**src/rtl/div_tap_tick_gen.sv**
```systemverilog
// Synchronises a ripple-divider bus into the system clock domain and turns rising
// edges of one selectable tap into single-cycle tick enables with glitch-free tap switching.
module div_tap_tick_gen #(
  parameter int NTAPS = 22,
  parameter int CNT_W = 16
) (
  input  logic             clk_in_i,
  input  logic             rst_n_i,
  input  logic [NTAPS-1:0] div_bus_i,
  input  logic [4:0]       sel_i,
  input  logic             sel_valid_i,
  output logic             sel_ack_o,
  output logic             sel_err_o,
  output logic [4:0]       active_sel_o,
  output logic             tick_o,
  output logic [CNT_W-1:0] tick_cnt_o
);

  localparam logic [4:0] NTAPS_L = 5'(NTAPS);

  typedef enum logic [1:0] {
    ST_IDLE = 2'd0,
    ST_RUN  = 2'd1,
    ST_PEND = 2'd2
  } state_e;

  state_e           state_q, state_d;
  logic [NTAPS-1:0] sync1_q, sync2_q;
  logic [4:0]       active_q, active_d;
  logic [4:0]       pend_q, pend_d;
  logic             prev_q, prev_d;
  logic             tick_q, tick_d;
  logic [CNT_W-1:0] cnt_q, cnt_d;
  logic             ack_q, ack_d;
  logic             err_q, err_d;
  logic             hold_q, hold_d;

  logic             req_ok;
  logic             req_bad;
  logic             ack_req;
  logic             rose;
  logic [4:0]       pend_next;

  // Next-state logic for the tap-selection FSM, edge detector and tick counter.
  always_comb begin
    state_d   = state_q;
    active_d  = active_q;
    pend_d    = pend_q;
    prev_d    = prev_q;
    tick_d    = 1'b0;
    cnt_d     = cnt_q;
    req_ok    = sel_valid_i && (sel_i < NTAPS_L);
    req_bad   = sel_valid_i && !(sel_i < NTAPS_L);
    ack_req   = hold_q;
    rose      = sync2_q[active_q] & ~prev_q;
    pend_next = req_ok ? sel_i : pend_q;

    case (state_q)
      ST_IDLE: begin
        if (req_ok) begin
          state_d  = ST_RUN;
          active_d = sel_i;
          prev_d   = sync2_q[sel_i];
          cnt_d    = {CNT_W{1'b0}};
          ack_req  = 1'b1;
        end else begin
          prev_d   = prev_q;
        end
      end
      ST_RUN: begin
        prev_d = sync2_q[active_q];
        tick_d = rose;
        if (rose) begin
          cnt_d = cnt_q + CNT_W'(1);
        end else begin
          cnt_d = cnt_q;
        end
        if (req_ok && (sel_i == active_q)) begin
          ack_req = 1'b1;
        end else if (req_ok) begin
          pend_d  = sel_i;
          state_d = ST_PEND;
        end else begin
          pend_d  = pend_q;
        end
      end
      ST_PEND: begin
        pend_d = pend_next;
        // The old tap's tick is on the output now: switch on this boundary.
        if (tick_q) begin
          state_d  = ST_RUN;
          active_d = pend_next;
          prev_d   = sync2_q[pend_next];
          cnt_d    = {CNT_W{1'b0}};
          ack_req  = 1'b1;
        end else begin
          prev_d   = sync2_q[active_q];
          tick_d   = rose;
          if (rose) begin
            cnt_d = cnt_q + CNT_W'(1);
          end else begin
            cnt_d = cnt_q;
          end
        end
      end
      default: begin
        state_d = ST_IDLE;
      end
    endcase

    // An ack colliding with an error pulse is held back one cycle.
    ack_d  = ack_req && !req_bad;
    hold_d = ack_req && req_bad;
    err_d  = req_bad;
  end

  // Synchronisers and all FSM/output registers.
  always_ff @(posedge clk_in_i or negedge rst_n_i) begin
    if (!rst_n_i) begin
      state_q  <= ST_IDLE;
      sync1_q  <= {NTAPS{1'b0}};
      sync2_q  <= {NTAPS{1'b0}};
      active_q <= 5'd0;
      pend_q   <= 5'd0;
      prev_q   <= 1'b0;
      tick_q   <= 1'b0;
      cnt_q    <= {CNT_W{1'b0}};
      ack_q    <= 1'b0;
      err_q    <= 1'b0;
      hold_q   <= 1'b0;
    end else begin
      state_q  <= state_d;
      sync1_q  <= div_bus_i;
      sync2_q  <= sync1_q;
      active_q <= active_d;
      pend_q   <= pend_d;
      prev_q   <= prev_d;
      tick_q   <= tick_d;
      cnt_q    <= cnt_d;
      ack_q    <= ack_d;
      err_q    <= err_d;
      hold_q   <= hold_d;
    end
  end

  assign sel_ack_o    = ack_q;
  assign sel_err_o    = err_q;
  assign active_sel_o = active_q;
  assign tick_o       = tick_q;
  assign tick_cnt_o   = cnt_q;

endmodule
```
**config.mk**
```make
export PLATFORM = sky130hd
export DESIGN_NAME = div_tap_tick_gen
export DESIGN_NICKNAME = d
export VERILOG_FILES = /design/src/rtl/div_tap_tick_gen.sv
export SDC_FILE = /design/constraint.sdc
export NUM_CORES = 1
export LEC_CHECK = 0
export ABC_AREA = 0
export CORE_UTILIZATION = 54
export DETAILED_ROUTE_END_ITERATION = 8
export GPL_ROUTABILITY_DRIVEN = 0
export PLACE_DENSITY = 0.81
export SETUP_SLACK_MARGIN = 0.3
export SYNTH_ARGS = -nofsm -noshare
export SYNTH_HDL_FRONTEND = slang
export SYNTH_SLANG_ARGS = --single-unit
```
**constraint.sdc**
```tcl
create_clock -name clk_in_i -period 2.6 [get_ports clk_in_i]
set_input_delay 0.39 -clock clk_in_i [delete_from_list [all_inputs] [get_ports clk_in_i]]
set_output_delay 0.39 -clock clk_in_i [all_outputs]
set_load 0.005 [all_outputs]
```
Figure 1. Clock wires, drivers and flops.
Drawn at 6 px/um.
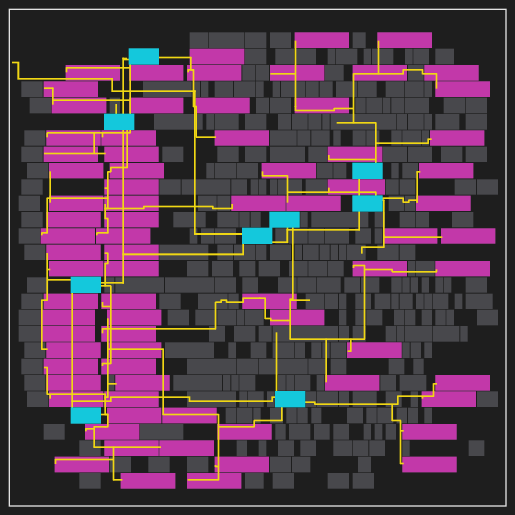
[yellow] clock wires | length: 924 um
[cyan] clock-net drivers | count: 9
[magenta] flip-flops | count: 77
routed clock nets: 10
flops lie: widely spread

Figure 2. Cell area per tile.
Drawn at 3 px/um. 8 x 8 tiles, from black (low) to pale yellow (high), 0 to 100% covered.
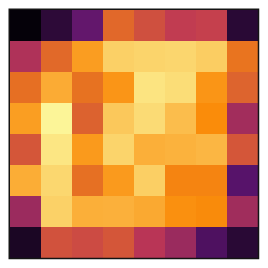
tiles over 75% full: 48%
fullest tile: 98%
nearly empty tiles: 1.6%
mean over tiles: 66%

Figure 3. Placement by cell class.
Drawn at 4 px/um. Fill, decap, tap and diode cells in grey.
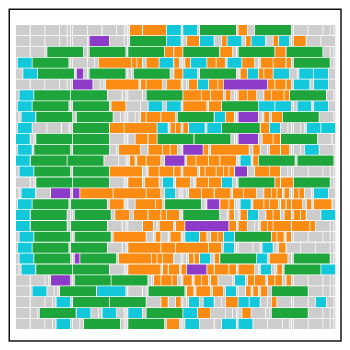
| colour | class | cells | share of their area |
|---|---|---|---|
| purple | clock drivers and dummy loads | 16 | 4.8% |
| cyan | remaining buffers and delay cells | 84 | 18% |
| green | registers | 77 | 43% |
| orange | remaining logic cells | 207 | 35% |

==> notes.md <==
Update from the flow run.

The power density over the cells is about 900 nW/um^2. The met3 routing resource usage after global routing is between 6 and 7%. Of the total synthesized cell area, the portion taken by AND, OR, NAND and NOR gates is around 14%. Per the detail_route report, DRC violations left total 0. In this run, power in combinational logic comes to about 1.6 mW. The biggest slice of the total power is consumed by combinational logic. In the final run the clock tree shows a worst skew of 14.4 ps. Looking at the power breakdown, the clock network takes a little under a quarter of the total.

The xor/xnor share of the synthesized area is under 10%. The final report lists the setup-violating endpoint count as 0. Leaving out the clock tree, the finished layout contains an inverter count of 7. In the CTS report, the clock slew at the register clock pins of the worst setup and hold paths is listed as 90 ps.

Of the total power, registers draw between 30% and 40%. The flow ran to the end, and the final reports show no timing, DRC or antenna violations. In the synthesized netlist the dominant register cell turns out to be sky130_fd_sc_hd__dfrtp_1. The category of the most critical setup path is flop to flop. The commonest cells after synthesis are sky130_fd_sc_hd__dfrtp_1, sky130_fd_sc_hd__nor2_1, sky130_fd_sc_hd__nand2_1, sky130_fd_sc_hd__a21oi_1, sky130_fd_sc_hd__mux2i_1. Yosys mapped the design onto roughly 44 distinct sky130hd cell types.

The area share of buffers outside the clock network is between 10% and 20%. The pin count of the biggest net entering global routing is a little under 80. The switching portion of total power comes to roughly a third.

The via count of the first global-routing pass is between 2000 and 3000. The global routing usage on met1 is between 20% and 30%. The share of the yosys chip area belonging to registers is between 50% and 60%. For this design the total switching power over the nets is 1.43 mW.

The non-clock buffer count in the final layout is about 84. After Yosys synthesis, full adders, half adders and majority gates account for under 10% of the synthesized area. The data arrival at the endpoint of the critical path is around 2800 ps. The die area is approximately 7000 um^2. Compared with the post-synthesis result, the final layout area differs by 31.0%. The final timing report lists a hold violation count of 0. The worst min-delay path category is input port to async pin. In the final layout, flip-flops and latches occupy between 1500 and 2000 um^2. The run reported a max-capacitance violation count of 0. The worst setup timing slack at the placement stage is -39.5 ps.

The core footprint is approximately 6100 um^2. The gate count after technology mapping is 298. The number of nets handed over by synthesis was between 300 and 400. The wire-length estimate of the detail-placed layout is just over 5 mm. The sequential logic power is approximately 1.5 mW. The leakage power in the latest report is 2.01 nW.

The overall power consumption is ~4.2 mW. The largest vdd supply drop is between 0.5 and 0.6 mV. The placement report lists the number of port buffers as around 53. The peak clock frequency supported by timing is about 400 MHz. The area fraction in compound gates is approximately a tenth.

The via count is 2631. The total congestion overflow after global routing is 0. Summing all multiplexer cells gives an area fraction of a little over an eighth. The design received a total of 75 well taps at floorplan. The clock period minus final worst setup slack is 2490 ps. The net total in the final layout is a little over 400. In this run the tools logged warnings totalling 32. The largest stage delay on the critical path is around 560 ps. The total wire length after detailed routing is between 7 and 8 mm. The internal power is about 2.7 mW. Of all flip-flops after synthesis, the portion carrying an async set or reset was 100%.

The slowest cell on the critical path is sky130_fd_sc_hd__or4_1. The combinational share of cell area is around 33%. The actual slew at the worst max-slew pin is between 900 and 1000 ps.

The initial antenna violation count was 0. The violation count after the first detailed-route iteration is 169. The longest clock path from root to sink contains 2 buffers. The setup slack on the worst flop-to-flop path is around 110 ps. The share of the final layout cell area in sequential cells is 42.0%. For reference, the final report shows the max-slew violation count at 0. The number of buffers added to fix hold violations after cts is 0. The area-dominant cell class after layout is registers. The total of warnings raised by yosys is 0. Per the cell usage report, the commonest logic cells after layout are sky130_fd_sc_hd__dfrtp_1, sky130_fd_sc_hd__clkdlybuf4s50_1, sky130_fd_sc_hd__nor2_1, sky130_fd_sc_hd__buf_4, sky130_fd_sc_hd__nand2_1. The post-synthesis instance area is between 3000 and 4000 um^2.

The iteration count of the initial detailed-routing pass is 4. The most numerous logic cell after layout is sky130_fd_sc_hd__dfrtp_1. The fraction of final layout cells sized beyond drive strength 1 is 20.8%. The average instance area after synthesis is approximately 12 um^2. In the final layout, the fill cell count is roughly 400.

The first global-routing pass estimated 11.6 mm of wire. The CTS tree is done. The synthesis report lists the most area-consuming cells as sky130_fd_sc_hd__dfrtp_1, sky130_fd_sc_hd__mux4_2, sky130_fd_sc_hd__mux2i_1, sky130_fd_sc_hd__nor2_1, sky130_fd_sc_hd__a21oi_1. The top cell type's share of synthesized area is a little over half. After layout the clock buffers and inverters come to under 10% of cell area. The dominant kind of combinational cell is simple AND/OR/NAND/NOR gates. The Yosys chip area is 3500 um^2. In this run the clock root is driven by a sky130_fd_sc_hd__clkbuf_8.

Looking at the power breakdown, combinational cells take a little under 40% of the total. In the post-synthesis netlist, the cell with the most instances is sky130_fd_sc_hd__dfrtp_1. The element type at the critical path start is a flop.
Figure 4. Zoomed window.
Region (29, 29) to (54, 54) um. Cells in grey, sequential cells in the stronger grey; small squares are vias.
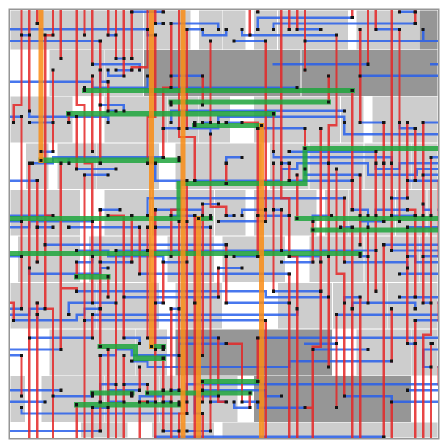
| colour | layer |
|---|---|
| orange | M4 |
| blue | M1 |
| green | M3 |
| red | M2 |
cells with their middle in the window: 53
netlist names of flops here include: active_sel_o (3), prev_q (1)
most frequent: mux2i_1 (8)
sequential cells in the window: 4

Figure 5. The clock network.
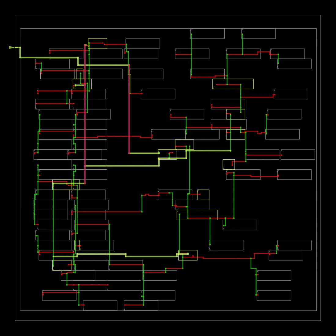
clock group power: 0.989 mW
sinks on the clock net: 77
number of clock-tree buffers in the layout: 10

final timing paths:
path / from / endpoint / cells past startpoint
setup / recovery: active_sel_o[0]$_DFFE_PN0P_ / tick_cnt_o[14]$_DFFE_PN0P_ / 7
setup reg to reg: active_sel_o[0]$_DFFE_PN0P_ / tick_cnt_o[14]$_DFFE_PN0P_ / 7
hold reg to reg: sync1_q[11]$_DFF_PN0_ / sync2_q[11]$_DFF_PN0_ / 0
max in group asynchronous: rst_n_i / active_sel_o[0]$_DFFE_PN0P_ / 1
min in group clk_in_i: sync1_q[11]$_DFF_PN0_ / sync2_q[11]$_DFF_PN0_ / 0
hold / removal: rst_n_i / hold_q$_DFF_PN0_ / 1
metrics by stage:
stage / area, um^2 / TNS (ps) / utilization (%) / std cells / hold WS [ps]
6_report: 4590 / 0 / 75.3 / 459 / 142
3_3_place_gp: 4220 / 0 / 69.2 / 432 / 334
4_1_cts: 4450 / 0 / 73.0 / 450 / 199
2_1_floorplan: 3510 / 0 / - / 298 / 94.4
5_1_grt: 4590 / -4.66 / 75.3 / 459 / 211
3_5_place_dp: 4220 / -111 / 69.2 / 432 / 335
repair_timing:
| action | 4_1_cts | 5_1_grt |
|---|---|---|
| endpoints found under the setup margin | 14 | 17 |
| endpoints found under the hold margin | 0 | 0 |
| gates resized | 1 | 21 |
| pin swaps | 2 | 6 |
| buffers inserted | 2 | 9 |
worst max-delay path, delay by kind of cell, from the launching register on:
| family | cells | cell delay (ps) |
|---|---|---|
| flip-flops | 1 | 500 |
| multiplexers | 2 | 450 |
| AND-OR/OR-AND | 2 | 410 |
| AND/OR/NAND/NOR | 3 | 1060 |
per-layer routing:
metal	vias to the layer above	wire length, um
li1	1232	-
met1	1281	3080
met2	98	3940
met3	20	441
met4	0	188
met5	-	0
No activity file was given, so power comes from the tool's default toggle rates.
